File: src/rtl/cmp_pkg.sv
// Shared types and constants for the comparator sweep engine.
// Latency: n/a (types and constant functions only).
// Backpressure: n/a.
package cmp_pkg;

  // Sweep controller states.
  typedef enum logic [1:0] {
    ST_IDLE   = 2'd0,
    ST_SETTLE = 2'd1,
    ST_CHECK  = 2'd2,
    ST_DONE   = 2'd3
  } cmp_state_t;

  // Comparator result triple, packed as {gt, eq, lt}.
  typedef struct packed {
    logic gt;
    logic eq;
    logic lt;
  } cmp_res_t;

  // Default operand width; instantiations override WIDTH as needed.
  localparam int DEF_WIDTH = 2;

  // Number of (a, b) vectors in a full sweep at the default width.
  localparam int NVEC = 1 << (2 * DEF_WIDTH);

  // Number of (a, b) vectors in a full sweep at an arbitrary width.
  function automatic int nvec(input int width);
    return 1 << (2 * width);
  endfunction

endpackage

File: src/rtl/cmp_golden.sv
// Golden magnitude comparator: reference {gt, eq, lt} for an operand pair.
// Latency: purely combinational, zero cycles.
// Backpressure: none; outputs follow the inputs continuously.
module cmp_golden #(
  parameter int WIDTH = 2
) (
  input  logic [WIDTH-1:0] a,
  input  logic [WIDTH-1:0] b,
  output logic             exp_gt,
  output logic             exp_eq,
  output logic             exp_lt
);

  // Unsigned magnitude compare of the two operands.
  always_comb begin
    exp_gt = (a > b);
    exp_eq = (a == b);
    exp_lt = (a < b);
  end

endmodule

File: src/rtl/cmp_sweep_driver.sv
// Exhaustive (a, b) sweep of an external comparator, checked against cmp_golden.
// Latency: SETTLE+1 cycles per vector; done rises (SETTLE+1)*2^(2*WIDTH) edges after start.
// Backpressure: none; start is ignored while busy, results hold in DONE until start or reset.
module cmp_sweep_driver
  import cmp_pkg::*;
#(
  parameter int WIDTH  = 2,
  parameter int SETTLE = 1
) (
  input  logic               clock,
  input  logic               reset,
  input  logic               start,
  output logic [WIDTH-1:0]   a,
  output logic [WIDTH-1:0]   b,
  input  logic               dut_gt,
  input  logic               dut_eq,
  input  logic               dut_lt,
  output logic               busy,
  output logic               done,
  output logic               pass,
  output logic [2*WIDTH:0]   err_count,
  output logic [WIDTH-1:0]   first_fail_a,
  output logic [WIDTH-1:0]   first_fail_b
);

  localparam int IW = 2 * WIDTH;
  // Counter only needs to hold SETTLE-1; keep at least one bit so it always exists.
  localparam int CW = (SETTLE > 1) ? $clog2(SETTLE) : 1;
  localparam logic [CW-1:0] CNT_INIT = CW'((SETTLE > 0) ? SETTLE - 1 : 0);

  cmp_state_t        state, state_nxt;
  logic [IW-1:0]     idx, idx_nxt;
  logic [IW:0]       err_nxt;
  logic [WIDTH-1:0]  ffa_nxt, ffb_nxt;
  logic [CW-1:0]     cnt, cnt_nxt;

  cmp_res_t exp_res;
  cmp_res_t dut_res;
  logic     mismatch;

  // Operands come straight off the registered vector index.
  assign a = idx[IW-1:WIDTH];
  assign b = idx[WIDTH-1:0];

  cmp_golden #(.WIDTH(WIDTH)) u_golden (
    .a      (a),
    .b      (b),
    .exp_gt (exp_res.gt),
    .exp_eq (exp_res.eq),
    .exp_lt (exp_res.lt)
  );

  assign dut_res  = '{gt: dut_gt, eq: dut_eq, lt: dut_lt};
  assign mismatch = (dut_res != exp_res);

  assign busy = (state == ST_SETTLE) || (state == ST_CHECK);
  assign done = (state == ST_DONE);
  assign pass = done && (err_count == '0);

  // State and datapath registers; reset discards any partial sweep.
  always_ff @(posedge clock) begin
    if (reset) begin
      state        <= ST_IDLE;
      idx          <= '0;
      err_count    <= '0;
      first_fail_a <= '0;
      first_fail_b <= '0;
      cnt          <= '0;
    end else begin
      state        <= state_nxt;
      idx          <= idx_nxt;
      err_count    <= err_nxt;
      first_fail_a <= ffa_nxt;
      first_fail_b <= ffb_nxt;
      cnt          <= cnt_nxt;
    end
  end

  // Next-state and datapath updates for the sweep sequencer.
  always_comb begin
    state_nxt = state;
    idx_nxt   = idx;
    err_nxt   = err_count;
    ffa_nxt   = first_fail_a;
    ffb_nxt   = first_fail_b;
    cnt_nxt   = cnt;

    case (state)
      ST_IDLE, ST_DONE: begin
        if (start) begin
          idx_nxt = '0;
          err_nxt = '0;
          ffa_nxt = '0;
          ffb_nxt = '0;
          if (SETTLE == 0) begin
            state_nxt = ST_CHECK;
          end else begin
            state_nxt = ST_SETTLE;
            cnt_nxt   = CNT_INIT;
          end
        end
      end

      ST_SETTLE: begin
        if (cnt == '0) begin
          state_nxt = ST_CHECK;
        end else begin
          cnt_nxt = cnt - 1'b1;
        end
      end

      ST_CHECK: begin
        if (mismatch) begin
          err_nxt = err_count + 1'b1;
          // Only the very first failing vector is recorded.
          if (err_count == '0) begin
            ffa_nxt = a;
            ffb_nxt = b;
          end
        end
        if (idx == '1) begin
          // Last vector: hold a/b on it so the final pair stays visible.
          state_nxt = ST_DONE;
        end else begin
          idx_nxt = idx + 1'b1;
          if (SETTLE == 0) begin
            state_nxt = ST_CHECK;
          end else begin
            state_nxt = ST_SETTLE;
            cnt_nxt   = CNT_INIT;
          end
        end
      end

      default: state_nxt = ST_IDLE;
    endcase
  end

endmodule

File: config.mk
export PLATFORM = sky130hd
export DESIGN_NAME = cmp_sweep_driver
export DESIGN_NICKNAME = d
export VERILOG_FILES = /design/src/rtl/cmp_pkg.sv /design/src/rtl/cmp_golden.sv /design/src/rtl/cmp_sweep_driver.sv
export SDC_FILE = /design/constraint.sdc
export NUM_CORES = 1
export LEC_CHECK = 0
export ABC_CLOCK_PERIOD_IN_PS = 2400
export CAP_MARGIN = 40
export CORE_MARGIN = 2
export CORE_UTILIZATION = 48
export CTS_CLUSTER_SIZE = 24
export DETAILED_ROUTE_END_ITERATION = 10
export GPL_ROUTABILITY_DRIVEN = 0
export GPL_TIMING_DRIVEN = 0
export PLACE_DENSITY = 0.77
export SKIP_LAST_GASP = 1
export SYNTH_ARGS = -nofsm -noshare
export SYNTH_HDL_FRONTEND = slang
export SYNTH_SLANG_ARGS = --single-unit
File: constraint.sdc
create_clock -name clock -period 2.4 [get_ports clock]
set_input_delay 0.48 -clock clock [delete_from_list [all_inputs] [get_ports clock]]
set_output_delay 0.48 -clock clock [all_outputs]
set_load 0.02 [all_outputs]
==> run_1/metal_stack.png <==
Two of the layers only.
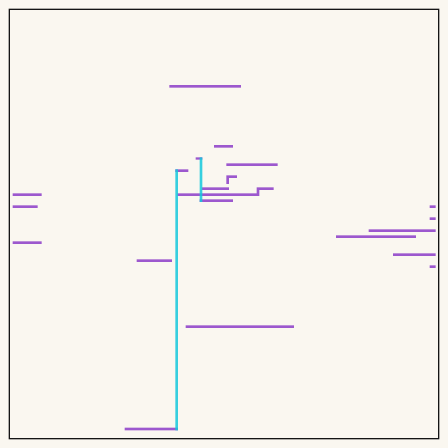
| layer | colour | wire length |
|---|---|---|
| met4 | cyan | 34.0 um |
| met3 | purple | 87.4 um |

==> run_1/pdn.png <==
Pins as bars on the die edge.
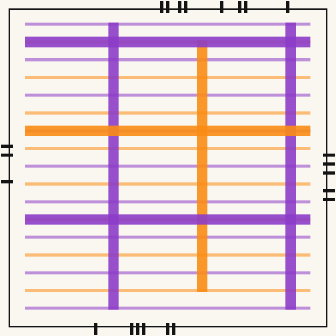
| net | colour |
|---|---|
| VSS | purple |
| VDD | orange |
met5 straps: 3
rows: 16

==> ci_impl_report.md, run 1 <==
## Synthesis and layout report

| Metric | Value |
|---|---|
| Status | finished clean |
| Final period util | 94.1% |
| Total Routing Usage GR | between 10% and 20% |
| Clk sink count | 15 |
| Fmax | between 400 and 500 MHz |
| Fp_density | approximately half |
| CTS tree | built |
| Switch share | around two fifths |
| Post-synth EDFFs | 0 |
| Drt total wl | approximately 2100 um |
| CP endpoint kind | output pin |
| DR WL/cell | 13.2 um |
| YS chip area | roughly 950 um^2 |
| Ys Warns | 0 |
| RSZ-0062 raised after global routing | no |
| Yosys simple share | 24.0% |
| Synth Flop Type | dfxtp_1 |
| Syn-to-layout area delta | 31.2% |
| Async set or reset register ratio after synthesis | 0% |
| Combinational fraction of design power | 48.6% |
| Hold Violations, Final | 0 |
| Tot Pwr | between 0.8 and 0.9 mW |
| Mux cell area share | ~2.2% |
| # DRC | 0 |
| Max-Slew Margin vs Limit | 61.1% |
| Most frequent cells in the layout | clkdlybuf4s50_1, dfxtp_1, nand2_1 |
| IO Count | 22 |
| Worst-path clk slew | 100 ps |
==> run_1/clock_map.png <==
Scale bar: 10 um.
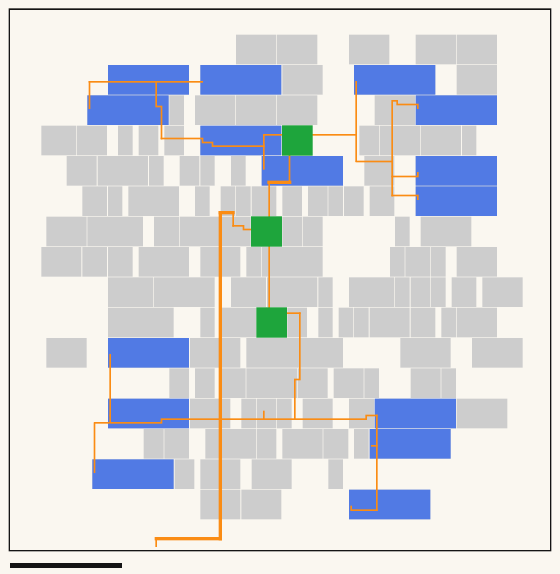
[clock wires] orange | length: 188 um
[cells driving clock nets] green | count: 3
[flip-flops] blue | count: 15
routed clock nets: 4

==> run 1: metal layers <==
| layer | up-vias | global-route usage [%] | routed length [um] |
|---|---|---|---|
| met5 | - | 0 | 0 |
| met4 | 0 | 10.0 | 34 |
| met3 | 4 | 2.16 | 87 |
| met2 | 32 | 31.3 | 982 |
| met1 | 435 | 24.9 | 1020 |
| li1 | 462 | - | - |
==> run 1: power groups by stage <==
stage	sequential (mW)	clock (mW)	combinational, mW
CTS	0.291	0.144	0.412
finish	0.291	0.145	0.412
global placement	0.295	0	0.397
detailed placement	0.297	0	0.406
global route	0.294	0.158	0.461
floorplan	0.297	0	0.281
==> run 1: critical path, cell delays in order, from the launching register on <==
cell             delay, ps
dfxtp_1                380
inv_1                   60
ha_1                   370
inv_1                   80
clkdlybuf4s50_1        600
==> run 1: final cells by class <==
class,instances,area share (%)
Clock inverter,1,0.403
Multi-Input combinational cell,83,50.5
Tap cell,27,2.72
Clock buffer,3,1.81
Sequential cell,15,24.2
Timing Repair Buffer,21,17.1
Buffer,2,0.604
Inverter,9,2.72
==> run 1: registers in the layout (all words and copies together), names as in the netlist <==
signal        flops
idx               4
state             2
first_fail_a      2
err_count         5
first_fail_b      2
==> run 1: per-stage QoR <==
| stage | area (um^2) | worst slack [ps] | hold slack, ps | std cells |
|---|---|---|---|---|
| after floorplan | 947 | 243 | 510 | 109 |
| after global placement | 1190 | 70.6 | 451 | 157 |
| after detailed placement | 1190 | 70.4 | 458 | 157 |
| after CTS | 1230 | 39.4 | 479 | 161 |
| after global routing | 1240 | 22.8 | 508 | 161 |
| final | 1240 | 142 | 477 | 161 |
==> run 1: repair_timing <==
action	CTS	global route
pin swaps	0	0
resized	2	2
buffers inserted	0	0
endpoints found under the setup margin	1	3
==> run_1/final_clocks.png <==
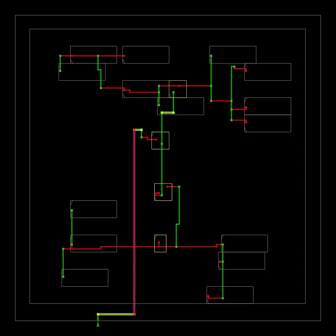

--- run 2 (diff from run 1) ---
Settings changed: RECOVER_POWER set to 25.
==> run_2/final_clocks.png <==
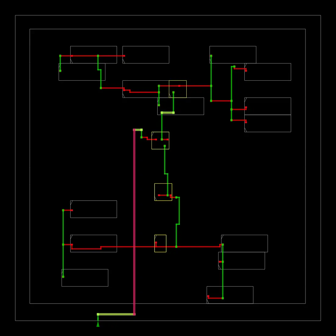
clk sink count: 15
post-route clock skew: 5.42 ps

==> run_2/pdn.png <==
Pins as bars on the die edge.
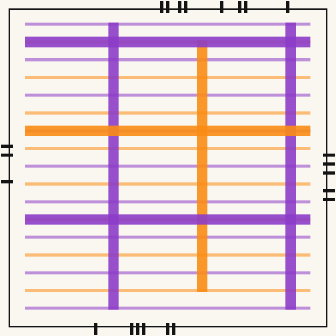
| net | colour |
|---|---|
| VSS | purple |
| VDD | orange |
rows: 16
met4 straps: 3
signal pins: 22
met5 straps: 3
met1 rails: 17

==> run_2/cell_classes.png <==
Scale bar: 10 um.
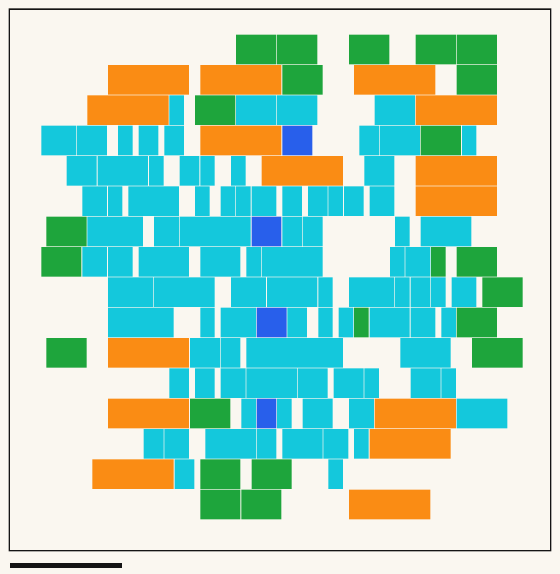
| class | colour | cells | share of their area |
|---|---|---|---|
| clock drivers and dummy loads | blue | 4 | 2.3% |
| flip-flops | orange | 15 | 25% |
| other buffers and delay cells | green | 23 | 18% |
| all other logic | cyan | 92 | 55% |

==> ci_impl_report.md, run 2 <==
## Synthesis and layout report

| Metric | Value |
|---|---|
| Status | finished clean |
| Drt total wl | 2110 um (-0.52%) |
| Hold Violations, Final | 0 (unchanged) |
| Setup Fix Bufs, Post-CTS | 0 (unchanged) |
| RSZ-0062 raised after global routing | no |
| Met2 usage | 31.3% (unchanged) |
| Combinational fraction of design power | 48.4% (-0.2 points) |
| Yosys simple share | 24.0% (unchanged) |
| DRT met1 WL | 1010 um (-0.69%) |
| GR Util met1 | 24.9% (unchanged) |
| Clock net power | 0.145 mW (about the same) |
| Top flop regs | err_count x5, idx x4 |
| Most used routing layer | met2 |
| Worst slack, placed | 70.4 ps (unchanged) |
| # DRC | 0 (unchanged) |
| Inst Count DP | 157 (unchanged) |
| Syn-to-layout area delta | 31.2% (unchanged) |
| Largest register by flop count | err_count |
| IO Count | 22 (unchanged) |
| Uppermost layer routed | met4 |
| Fmax | 442 MHz (about the same) |
| CTS tree | built |
| Post-synth EDFFs | 0 (unchanged) |
| Grt met3 use | 2.16% (unchanged) |
| Sequential cell power | 0.290 mW (about the same) |
| Max-Slew Margin vs Limit | 59.8% (-1.3 points) |
| Most frequent cells in the layout | dfxtp_1, clkdlybuf4s50_1, nand2_1 |
| Wire length on met2 | 984 um (+0.20%) |
| Worst-path clk slew | 100 ps (about the same) |
run 2: cell counts after synthesis:
Identical to the previous run, type by type.
run 2: metrics by stage:
step                power [mW]  cell area, um^2
global placement         0.692             1190
global route             0.909             1240
floorplan                0.578              947
CTS                      0.846             1230
detailed placement       0.703             1190
finish                   0.844             1240
run 2: what timing repair did:
item	CTS	global route
hold buffers	0	0
endpoints found under the setup margin	1	3
hold endpoints to repair	0	0
resized	2	2
pin swaps	0	0
run 2: cell families after synthesis:
family | Yosys count
adder cells (fa/ha/maj) | 8
AND-OR/OR-AND | 31
flip-flops | 15
multiplexers | 2
XOR/XNOR | 1
AND/OR/NAND/NOR | 41
buffers and inverters | 11
run 2: worst max-delay path by stage:
stage	from	end	slack [ps]
6_report	state[0]$_SDFFE_PP0N_	busy	140
3_3_place_gp	err_count[0]$_SDFFE_PP0P_	pass	70
2_1_floorplan	idx[1]$_SDFFE_PP0P_	first_fail_b[0]$_SDFFE_PP0P_	240
5_1_grt	state[0]$_SDFFE_PP0N_	busy	20
3_5_place_dp	err_count[0]$_SDFFE_PP0P_	pass	70
4_1_cts	err_count[0]$_SDFFE_PP0P_	pass	40
run 2: final cells by class:
type	instances	area (um^2)	share of cell area [%]
clock inverters	1	5.00	0.403
inverters	9	33.8	2.72
well taps	27	33.8	2.72
multi-input cells	83	627	50.5
plain buffers	2	7.51	0.604
flip-flops and latches	15	300	24.2
repair buffers	21	213	17.1
clock buffers	3	22.5	1.81
run 2: worst max-delay path, cell delays in order (launching register included):
cell	delay (ps)
dfxtp_1	380
inv_1	60
ha_1	370
inv_1	80
clkdlybuf4s50_1	600
No activity file was given, so power comes from the tool's default toggle rates.
